==> src/rtl/adder_pkg.sv <==
// Shared definitions for the pipelined add/subtract unit: stage count
// derivation, parameter legality check and the per-stage control record.
package adder_pkg;

    // Control half of a pipeline stage record. The data half (partial sum and
    // remaining operand chunks) changes width from stage to stage, so it is
    // kept as per-stage vectors in the top rather than in this record.
    typedef struct packed {
        logic valid;  // this stage holds a live beat
        logic carry;  // carry out of the chunk this stage just added
    } stage_ctl_t;

    // Number of chunk stages for a WIDTH-bit operation split into CHUNK bits.
    function automatic int stages_f(input int width, input int chunk);
        return (chunk > 0) ? width / chunk : 1;
    endfunction

    // WIDTH must be a non-zero whole number of CHUNK-bit slices.
    function automatic bit width_ok(input int width, input int chunk);
        return (chunk > 0) && (width >= chunk) && ((width % chunk) == 0);
    endfunction

endpackage

==> src/rtl/adder_chunk.sv <==
// Combinational W-bit adder slice. Besides the usual carry-out it exposes the
// carry into its most significant bit, which the final slice needs to derive
// two's-complement overflow.
module adder_chunk #(
    parameter int W = 8
) (
    input  logic [W-1:0] a,
    input  logic [W-1:0] b,
    input  logic         ci,
    output logic [W-1:0] s,
    output logic         co,
    output logic         c_msb
);

    if (W == 1) begin : g_one
        assign c_msb = ci;
        assign s     = a ^ b ^ ci;
    end else begin : g_multi
        // Low W-1 bits plus one spare bit that captures the carry into the MSB.
        logic [W-1:0] low;
        assign low        = {1'b0, a[W-2:0]} + {1'b0, b[W-2:0]} + {{(W-1){1'b0}}, ci};
        assign s[W-2:0]   = low[W-2:0];
        assign c_msb      = low[W-1];
        assign s[W-1]     = a[W-1] ^ b[W-1] ^ c_msb;
    end

    assign co = (a[W-1] & b[W-1]) | (c_msb & (a[W-1] ^ b[W-1]));

endmodule

==> src/rtl/pipelined_adder.sv <==
// Pipelined WIDTH-bit add/subtract unit. Each stage adds one CHUNK-bit slice
// and hands its carry to the next stage; the untouched high operand slices
// ride along in skew registers and the finished low slices accumulate into
// the result. The whole pipe advances together under a valid/ready handshake.
module pipelined_adder
    import adder_pkg::*;
#(
    parameter int WIDTH = 32,
    parameter int CHUNK = 8
) (
    input  logic             clk,
    input  logic             rst_n,
    input  logic             in_valid,
    output logic             in_ready,
    input  logic [WIDTH-1:0] ain,
    input  logic [WIDTH-1:0] bin,
    input  logic             cin,
    input  logic             sub,
    output logic             out_valid,
    input  logic             out_ready,
    output logic [WIDTH-1:0] sum,
    output logic             cout,
    output logic             ovf
);

    localparam int STAGES = stages_f(WIDTH, CHUNK);

    if (!width_ok(WIDTH, CHUNK)) begin : g_bad_params
        $error("pipelined_adder: WIDTH must be a positive multiple of CHUNK");
    end

    // The pipe moves only when the output register is free or being drained;
    // bubbles travel with it rather than being squeezed out.
    logic adv;
    assign adv      = !out_valid || out_ready;
    assign in_ready = adv;

    for (genvar k = 0; k < STAGES; k++) begin : g_stage
        localparam int REM  = WIDTH - k * CHUNK;  // operand bits not yet added, incl. this slice
        localparam int DONE = k * CHUNK;          // result bits already produced upstream

        stage_ctl_t                ctl_in;
        logic [REM-1:0]            a_in;
        logic [REM-1:0]            b_in;
        logic [DONE+CHUNK-1:0]     sum_nxt;
        logic [CHUNK-1:0]          s;
        logic                      co;
        logic                      c_msb;

        if (k == 0) begin : g_src
            // Subtraction is ain + ~bin + !cin, so the inversion happens once
            // here and every later stage is a plain adder.
            assign ctl_in  = '{valid: in_valid, carry: sub ? ~cin : cin};
            assign a_in    = ain;
            assign b_in    = sub ? ~bin : bin;
            assign sum_nxt = s;
        end else begin : g_link
            assign ctl_in  = g_stage[k-1].g_reg.ctl_q;
            assign a_in    = g_stage[k-1].g_reg.a_q;
            assign b_in    = g_stage[k-1].g_reg.b_q;
            assign sum_nxt = {s, g_stage[k-1].g_reg.sum_q};
        end

        adder_chunk #(.W(CHUNK)) u_chunk (
            .a     (a_in[CHUNK-1:0]),
            .b     (b_in[CHUNK-1:0]),
            .ci    (ctl_in.carry),
            .s     (s),
            .co    (co),
            .c_msb (c_msb)
        );

        if (k < STAGES - 1) begin : g_reg
            stage_ctl_t              ctl_q;
            logic [REM-CHUNK-1:0]    a_q;
            logic [REM-CHUNK-1:0]    b_q;
            logic [DONE+CHUNK-1:0]   sum_q;

            // Carry-into-MSB only matters for the most significant slice.
            logic unused_c_msb;
            assign unused_c_msb = c_msb;

            // Intermediate stage register: capture this slice's result, pass
            // the remaining operand slices on, or hold while the pipe stalls.
            // NOTE: data registers are reset as well as valid, so nothing left
            // over from before a reset can ever be assembled into a result.
            always_ff @(posedge clk or negedge rst_n) begin
                if (!rst_n) begin
                    ctl_q <= '0;
                    a_q   <= '0;
                    b_q   <= '0;
                    sum_q <= '0;
                end else if (adv) begin
                    // NOTE: non-blocking so every stage samples its
                    // predecessor's value from before this clock edge.
                    ctl_q <= '{valid: ctl_in.valid, carry: co};
                    a_q   <= a_in[REM-1:CHUNK];
                    b_q   <= b_in[REM-1:CHUNK];
                    sum_q <= sum_nxt;
                end
            end
        end else begin : g_out
            // Output register: the final slice completes the result and the
            // overflow flag; held unchanged while downstream is not ready.
            always_ff @(posedge clk or negedge rst_n) begin
                if (!rst_n) begin
                    out_valid <= 1'b0;
                    sum       <= '0;
                    cout      <= 1'b0;
                    ovf       <= 1'b0;
                end else if (adv) begin
                    out_valid <= ctl_in.valid;
                    sum       <= sum_nxt;
                    cout      <= co;
                    ovf       <= c_msb ^ co;
                end
            end
        end
    end

endmodule

==> config.mk <==
export PLATFORM = sky130hd
export DESIGN_NAME = pipelined_adder
export DESIGN_NICKNAME = d
export VERILOG_FILES = /design/src/rtl/adder_pkg.sv /design/src/rtl/adder_chunk.sv /design/src/rtl/pipelined_adder.sv
export SDC_FILE = /design/constraint.sdc
export NUM_CORES = 1
export LEC_CHECK = 0
export CORE_MARGIN = 2
export CORE_UTILIZATION = 35
export CTS_BUF_LIST = sky130_fd_sc_hd__clkbuf_8
export DETAILED_ROUTE_END_ITERATION = 7
export PLACE_DENSITY = 0.56
export SLEW_MARGIN = 20
export SYNTH_ARGS = -nofsm -noshare
export SYNTH_HDL_FRONTEND = slang
export SYNTH_SLANG_ARGS = --single-unit
==> constraint.sdc <==
create_clock -name clk -period 6.95 [get_ports clk]
set_clock_uncertainty 0.1 [all_clocks]
set_input_delay 1.0425 -clock clk [delete_from_list [all_inputs] [get_ports clk]]
set_output_delay 1.0425 -clock clk [all_outputs]
set_load 0.02 [all_outputs]
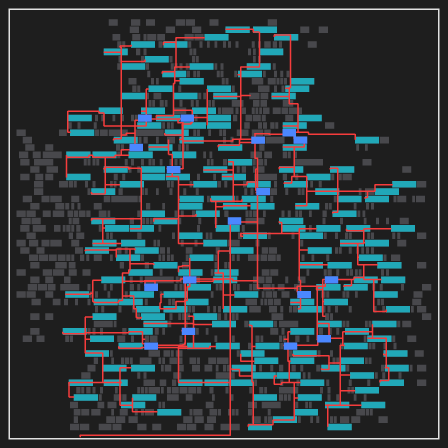
run_1/clock_map.png
[flip-flops] cyan | count: 185
[clock wires] red | length: 2250 um
[cells driving clock nets] blue | count: 17
routed clock nets: 18
clock share of power: 17.5%
Insertion Delay late pin: 460 ps
Clock Power: 764 uW

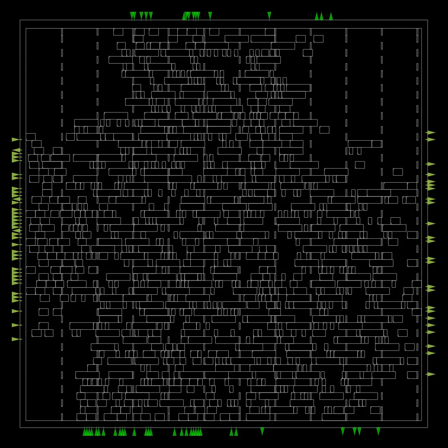
run_1/final_placement.png
seq_cells: 185
Util after Layout: 42.8%
tap cell count: 319

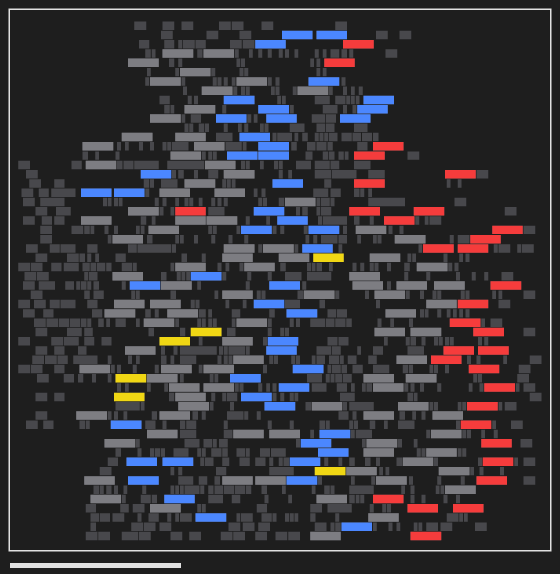
run_1/registers.png
Scale bar: 50 um. Other sequential cells in the stronger gray, the rest of the logic in the fainter gray.
[`g_stage.g_reg.a_q`] blue | flops: 48
[`g_stage.g_reg.ctl_q`] yellow | flops: 6
[`sum`] red | flops: 32 | where: a vertical strip on the right
sequential power: 1.82 mW
Seq area share: 46.2%
FF+latch area: 4630 um^2

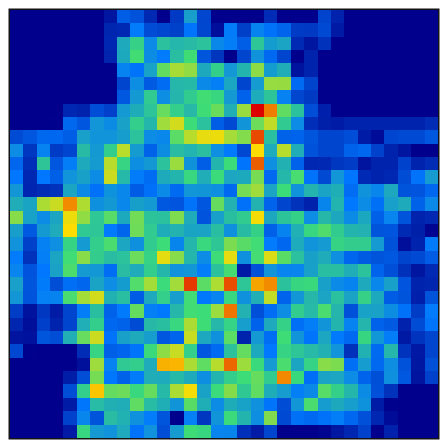
run_1/wire_density.png
The die is cut into 32 by 32 equal tiles; dark blue is low, red is high, scaled to the fullest tile. Values are wire area over tile area, all layers added.
nearly empty tiles: 18%
tiles over half the peak: 13%
fullest tile: 0.39
Routed wire per std cell: 13.0 um
Routed WL: 17100 um
GRT Overall Usage: 14.6%
DR vias: 5757

==> run summary, run 1 <==
yosys + openroad results -> combinational fraction of design power 40.7%, row count 56, drt drc 0, Post-synth EDFFs 0, post-synthesis cell count 895, sw frac 38.4%, global-route wire length before repair 28500 um, clk sinks 185, Final Total Pwr 4.37 mW, Flops after synth 185, area of the core 23400 um^2, Layout area overhead 20.3%, setup_tns 0 ps, post-synth top area share 55.6%, Setup crit end kind output port, CP startpoint kind input pin, Final GP Congestion 0.739, Setup Crit Path Kind in2out, Antenna Violating Nets Remaining 0, Crit. Startpoint out_ready, largest net degree at the start of global routing 111, 1st-iter DRT viols 291, number of global-route vias before repair 5618, Worst slew margin 30.3%, number of CTS-inserted buffers 17, P_leak 4.82 nW, RR Startpoint out_valid, # diodes 0, P_sw 1.68 mW, Layout Nets 1087, H-Tree Depth 4, RSZ-0062 raised after global routing false, final hold slack 369 ps, I/O Pins 106, VDD IR max 195 uV, # Cells Yosys 895, post-layout period usage 61.5%, slew at the pin closest to its max-slew limit 1050 ps, status complete, no violations, crit path DAT 3130 ps, hold path start sum[0], Top FF cell, synth dfrtp_1, OpenROAD warning count 30, Hold Path Class reg2reg, Crit Path Max Fanout 93, TritonRoute pass-1 iters 4, Vias/cell 4.38, fp_density 35.6%, Mapped Area 8330 um^2, top-count cell post-synth nand2_1, clock tree buffer depth 2, Slew Limit Fails 0, endpoints failing setup 0, CTS tree built, post-cts repair resize count 0, Fmax 0.234 GHz, post-synth top area cell dfrtp_1, asr flop ratio synth 100%, initial antenna violation count 0, Final Hold Fails 0, Synth cell types 35, power per cell area 436 nW/um^2, CTS clk-pin slew, worst paths 90 ps, final worst path period need 4270 ps, Yosys Warn Count 0, Top cells by area dfrtp_1 (56%), nand2_1 (19%), ha_1 (3.6%), logic area 3360 um^2, CTS Hold Bufs 0, placed cell area 9580 um^2, clk root buf clkbuf_8, Floorplan Nets 1001, gr ovfl total 0, Final Instance Area 10000 um^2, Die H 158 um
-- run 1: metal layers --
metal / global-route usage, % / routed length (um) / vias to the layer above
li1: - / - / 2997
met1: 23.0 / 9430 / 2635
met2: 20.3 / 6880 / 109
met3: 2.99 / 599 / 16
met4: 4.12 / 197 / 0
met5: 0 / 0 / -
-- run 1: flip-flops by register name, summed over array words and instances, names as in the netlist --
name and flops:
g_stage.g_reg.a_q 48, g_stage.g_reg.b_q 48, g_stage.g_reg.sum_q 48, sum 32, g_stage.g_reg.ctl_q 6, cout 1, out_valid 1, ovf 1
-- run 1: critical path: stages --
cell             delay [ps]
clkdlybuf4s50_1         440
nor2b_4                 110
buf_4                   680
inv_6                   230
clkdlybuf4s50_1         620
-- run 1: cell usage in the layout, fill, tap and decap left out, types with 9 or more instances in the layout --
cell type        synthesis  final
a21o_1                   9      9
a21oi_1                 24     24
clkbuf_8                 1     19
clkdlybuf4s50_1          0    103
dfrtp_1                185    185
fa_1                    12     12
ha_1                    24     24
inv_1                   22     24
nand2_1                411    411
nor2_1                  20     20
o21ai_0                 43     43
o21ai_1                  9      9
xnor2_1                 30     30
xor2_1                  16     16
-- run 1: cells by family (layout without fill, tap and decap cells) --
kind of cell / Yosys count / in the layout / share of synthesized area [%]
fa+ha+maj: 36 / 36 / 6.49
flops: 185 / 185 / 55.6
xor+xnor: 46 / 46 / 4.84
simple gates: 445 / 445 / 20.6
buf+inv: 68 / 167 / 4.19
compound gates: 115 / 115 / 8.33
-- run 1: layout make-up --
class / instances / area share, %
Clock buffer: 18 / 2.47
Tap cell: 319 / 3.98
Multi-Input combinational cell: 642 / 33.5
Timing Repair Buffer: 112 / 11.2
Sequential cell: 185 / 46.2
Inverter: 23 / 0.911
Clock inverter: 14 / 1.72
-- run 1: worst paths after layout --
check / depth (start not counted) / endpoint / slack [ps]
max: 5 / in_ready / 2680
min: 2 / sum[0] / 370
max reg2reg: 7 / g_stage[2].g_reg.sum_q[22] / 3700
min reg2reg: 2 / sum[0] / 370
max in group asynchronous: 3 / sum[29] / 4970
min in group asynchronous: 1 / g_stage[0].g_reg.a_q[5] / 550
-- run 1: through the flow --
step / setup WS, ps / std cells
after floorplan: 3520 / 895
after global placement: 2590 / 1280
after detailed placement: 2580 / 1280
after CTS: 2590 / 1312
after global routing: 2480 / 1313
final: 2680 / 1313
-- run 1: power groups by stage --
| stage | clock, mW | sequential, mW | combinational (mW) |
|---|---|---|---|
| after floorplan | 0 | 1.90 | 1.16 |
| after global placement | 0 | 1.85 | 1.76 |
| after detailed placement | 0 | 1.85 | 1.80 |
| after CTS | 0.791 | 1.83 | 1.81 |
| after global routing | 0.840 | 1.89 | 2.03 |
| final | 0.764 | 1.82 | 1.78 |
run_1/drive_strength.png
Scale bar: 50 um.
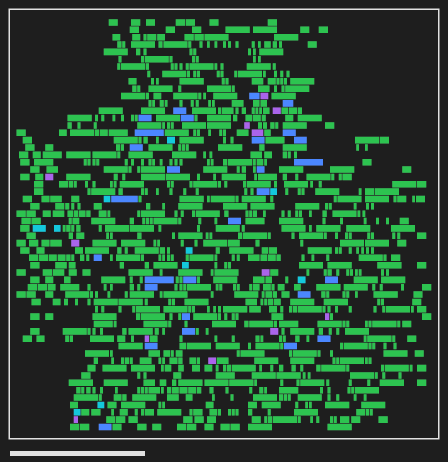

==> run 2: changes to the inputs <==
==> constraint.sdc (replaced) <==
create_clock -name clk -period 4.15 [get_ports clk]
set_clock_uncertainty 0.1 [all_clocks]
set_input_delay 0.6225 -clock clk [delete_from_list [all_inputs] [get_ports clk]]
set_output_delay 0.6225 -clock clk [all_outputs]
set_load 0.02 [all_outputs]
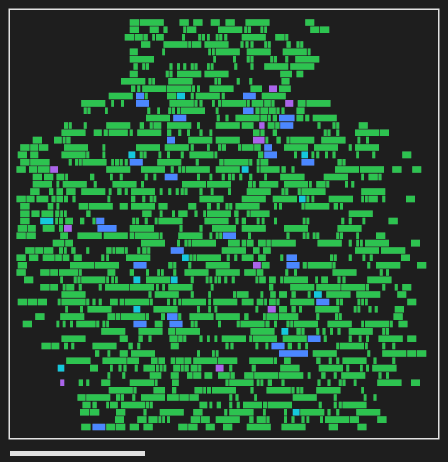
run_2/drive_strength.png
Scale bar: 50 um.
[drive 6 and up] blue | cells: 28 | share: 2.8% | most used: clkbuf_8
[drive 1 or less] green | cells: 942 | share: 95% | most used: nand2_1
[drive 2] purple | cells: 10 | share: 1.0% | most used: a21oi_2
[drive 3 to 4] cyan | cells: 14 | share: 1.4% | most used: buf_4
Non-clock buffers: 112
Final Instance Area: 10000 um^2
Final WS setup: 1270 ps
Layout area overhead: 20.0%

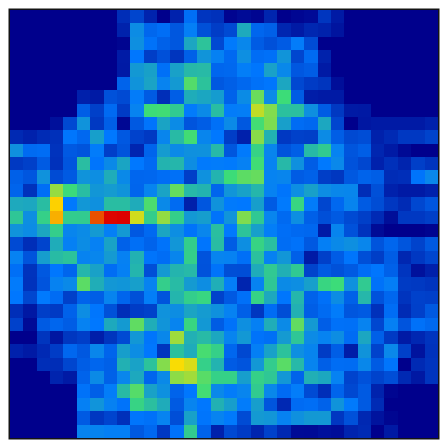
run_2/wire_density.png
The die is cut into 32 by 32 equal tiles; dark blue is low, red is high, scaled to the fullest tile. Values are wire area over tile area, all layers added.
GRT Overall Usage: 14.7%
DR vias: 5780
Routed WL: 17200 um
Routed wire per std cell: 13.1 um

==> run 2 against run 1 <==
Net effect:
- sequential power grew 68%
- clock power grew 57%
- clock-buffer cell count shrank 1
- sequential share of layout area grew 0.13 points
- utilization shrank 0.12 points
- combinational power grew 67%
- via count grew 0.40%
- register-to-register slack lost 2200 ps
- critical path depth shrank 1
- cell area shrank 0.27%
- largest cell class unchanged
- largest power group unchanged
- highest routed layer is now met5
==> run summary, run 2 <==
yosys + openroad results -> global-route wire length before repair 28900 um, Hold Path Class in2async, largest net degree at the start of global routing 196, OpenROAD warning count 29, Antenna Violating Nets Remaining 0, Floorplan Nets 1001, post-synthesis cell count 895, CP startpoint kind input pin, post-synth top area cell dfrtp_1, Final GP Congestion 0.815, VDD IR max 298 uV, slew at the pin closest to its max-slew limit 859 ps, status complete, no violations, # Cells Yosys 895, row count 56, Final Hold Fails 0, placed cell area 9600 um^2, FF+latch area 4630 um^2, logic area 3360 um^2, RSZ-0062 raised after global routing false, gr ovfl total 0, clk root buf clkbuf_8, area of the core 23400 um^2, post-cts repair resize count 0, Fmax 0.347 GHz, I/O Pins 106, power per cell area 723 nW/um^2, Layout Nets 1087, post-layout period usage 69.5%, top-count cell post-synth nand2_1, most frequent logic cell in the layout nand2_1, Yosys Warn Count 0, final worst path period need 2880 ps, Slew Limit Fails 0, Mapped Area 8330 um^2, largest registers g_stage.g_reg.a_q (48), g_stage.g_reg.b_q (48), g_stage.g_reg.sum_q (48), CTS clk-pin slew, worst paths 100 ps, number of global-route vias before repair 5723, Top cells by area dfrtp_1 (56%), nand2_1 (19%), ha_1 (3.6%), post-synth top area share 55.6%, CTS Hold Bufs 0, Top FF cell, synth dfrtp_1, peak per-stage delay on the critical path 680 ps, P_leak 4.78 nW, setup_tns 0 ps, Synth cell types 35, initial antenna violation count 2, number of CTS-inserted buffers 17, Crit Path Max Fanout 46, Slowest-stage cell, CP clkdlybuf4s50_1, Die H 158 um, fp_density 35.6%, CTS tree built, worst reg-to-reg path cell count 8, TritonRoute pass-1 iters 4, Post-synth EDFFs 0, endpoints failing setup 0, Insertion Delay late pin 470 ps
## run 2: cell counts after synthesis
No cell type changed its count.
## run 2: logic make-up (layout without fill, tap and decap cells)
group,Yosys count,after routing,share of synthesized area [%]
DFF,185,185,55.6
buffers and inverters,68,167,4.19
AOI/OAI and AO/OA,115,115,8.33
other,0,2,0
and+or+nand+nor,445,445,20.6
xor gates and xnor gates,46,46,4.84
adders and majority gates,36,36,6.49
## run 2: final timing paths
path	startpoint	to	slack, ps
setup / recovery	out_ready	in_ready	1270
hold / removal	rst_n	g_stage[0].g_reg.b_q[5]	130
setup reg to reg	g_stage[0].g_reg.a_q[0]	g_stage[1].g_reg.sum_q[15]	1530
hold reg to reg	sum[0]	sum[0]	370
max in group asynchronous	rst_n	g_stage[2].g_reg.a_q[5]	2880
min in group clk	sum[0]	sum[0]	370
## run 2: worst max-delay path: cells and delay by family
family        cells  cell delay [ps]
simple gates      1               70
buf+inv           3             1440
## run 2: report_power, final
group	internal (mW)	total (mW)	switching [mW]	leakage (nW)
combinational	1.28	2.97	1.69	2.36
clock	0.497	1.20	0.704	0.184
sequential	2.60	3.06	0.454	2.23
## run 2: metal layers
metal,wire length (um),GRT usage (%),up-vias
met5,13,0,-
met4,217,4.63,2
met2,6920,20.8,94
met3,776,3.29,20
met1,9310,22.2,2657
li1,-,-,3007
## run 2: area by class of cell
cell class	instances	share of cell area [%]
Timing Repair Buffer	112	11.2
Clock inverter	15	1.61
Antenna cell	2	0.0501
Sequential cell	185	46.3
Tap cell	319	3.99
Clock buffer	17	2.34
Inverter	23	0.914
Multi-Input combinational cell	642	33.6
## run 2: per-stage QoR
step           util [%]  cells  hold slack (ps)  power, mW  setup WS (ps)
3_3_place_gp       41.0   1281              349       6.04            926
2_1_floorplan         -    895              227       5.12           1140
3_5_place_dp       41.0   1281              352       6.11            918
6_report           42.7   1315              130       7.23           1270
5_1_grt            42.7   1313              183       7.88           1220
4_1_cts            42.7   1313              148       7.34           1250
Power is estimated from default activity; no workload was simulated.
